Fig. 1: sequential cells grouped by signal name
The bar under the picture is 20 µm long.
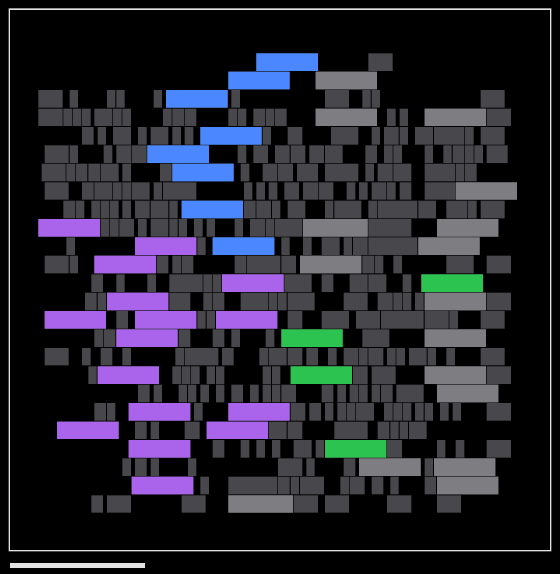
Fig. 2: routed clock nets over the placement
The bar under the picture is 20 µm long.
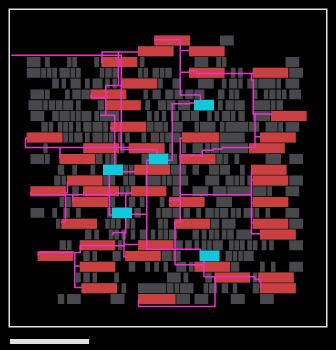
Fig. 3: cell classes on the final placement
Fill, decap, tap and diode cells in gray.
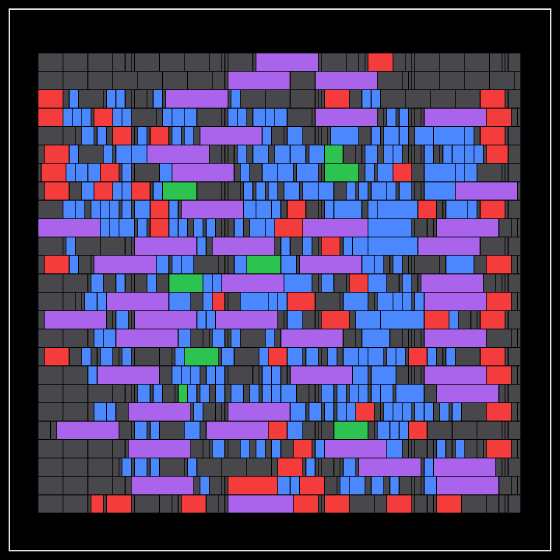
Fig. 4: signal wires by layer
The bar under the picture is 20 µm long. Two of the layers only.
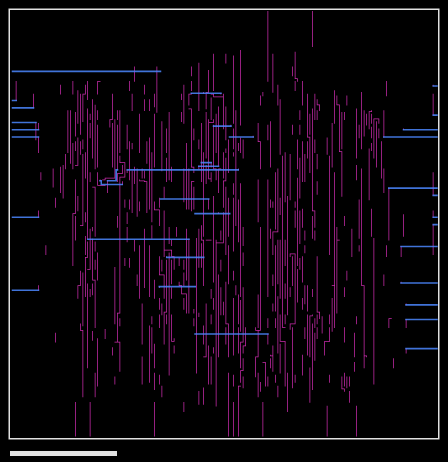
==> config.mk <==
export PLATFORM = sky130hd
export DESIGN_NAME = snoop_bus_controller
export DESIGN_NICKNAME = d
export VERILOG_FILES = /design/src/rtl/coh_pkg.sv /design/src/rtl/coh_state_table.sv /design/src/rtl/snoop_bus_controller.sv
export SDC_FILE = /design/constraint.sdc
export NUM_CORES = 1
export LEC_CHECK = 0
export ABC_AREA = 1
export ABC_CLOCK_PERIOD_IN_PS = 1970
export CORE_MARGIN = 4
export CORE_UTILIZATION = 45
export DETAILED_ROUTE_END_ITERATION = 10
export PLACE_DENSITY = 0.68
export SLEW_MARGIN = 25
export SYNTH_ARGS = -nofsm -noshare
export SYNTH_HDL_FRONTEND = slang
export SYNTH_SLANG_ARGS = --single-unit
==> constraint.sdc <==
create_clock -name clock -period 1.97 [get_ports clock]
set_input_delay 0.591 -clock clock [delete_from_list [all_inputs] [get_ports clock]]
set_output_delay 0.591 -clock clock [all_outputs]
set_load 0.02 [all_outputs]
==> notes.md <==
fresh numbers from the pnr run: status complete, no violations, top cells, area dfrtp_1 47%, nand2_1 20%, inv_1 4.5%, mapped cell area 2318 µm², XORs/XNORs by Area 0%, IO Pins 32, total negative slack 0 ns, Final GP Congestion 0.8067, Layout clock buffers 7, Finished Layout Cells 426, Via density 4.885, P&R area growth vs syn 31.35%, Die Y roughly 80 µm, dpl cells 408, registers 44, Antenna Violating Nets Remaining 0, yosys cell count 303, Post-Synth AOI/OAI Area approximately 7.3%, most used logic cell in the final layout nand2_1, fin. max-slew vios 0, clock sink count 44, CP Buf/Inv Count 2, initial antenna violation count 0, P_leak 1.557 nW, dpl cell area 2788 µm², Top cell area share 47.49%
Notes on Fig. 1 above:
Key: purple = u_table.tag_q [sequential cells 16]; green = cap_tag_q [sequential cells 4]; blue = u_table.state_q [sequential cells 8, where top center]
fraction of area in registers: 36.24%
Final Util: 62.81%
sequential power: 1.32 mW

Notes on Fig. 2 above:
Key: cyan = cells driving clock nets [count 5]; red = flip-flops [count 44]; magenta = clock wires [length 581 µm]
Position of the flops: widely spread. There are 6 routed clock nets.
clock skew: 0.01187 ns
clock-net power: 0.600 mW
Clk network pwr share: 16.3%
Insertion Delay late pin: 0.30 ns

Notes on Fig. 3 above:
Key: green = clock drivers and dummy loads [cells 8, share of their area 3.2%]; red = other buffers and delay cells [cells 55, share of their area 17%]; blue = all other logic [cells 252, share of their area 43%]; purple = flip-flops [cells 44, share of their area 37%]
post-route cell area: 3045 µm²
core area: 4848 µm²
Row Count: 25

Notes on Fig. 4 above:
Key: blue = met3 [wire length 224 µm]; magenta = met2 [wire length 2490 µm]
total global-route track usage: 17.41%
final WL: 5206 µm

Power is estimated from default activity; no workload was simulated.
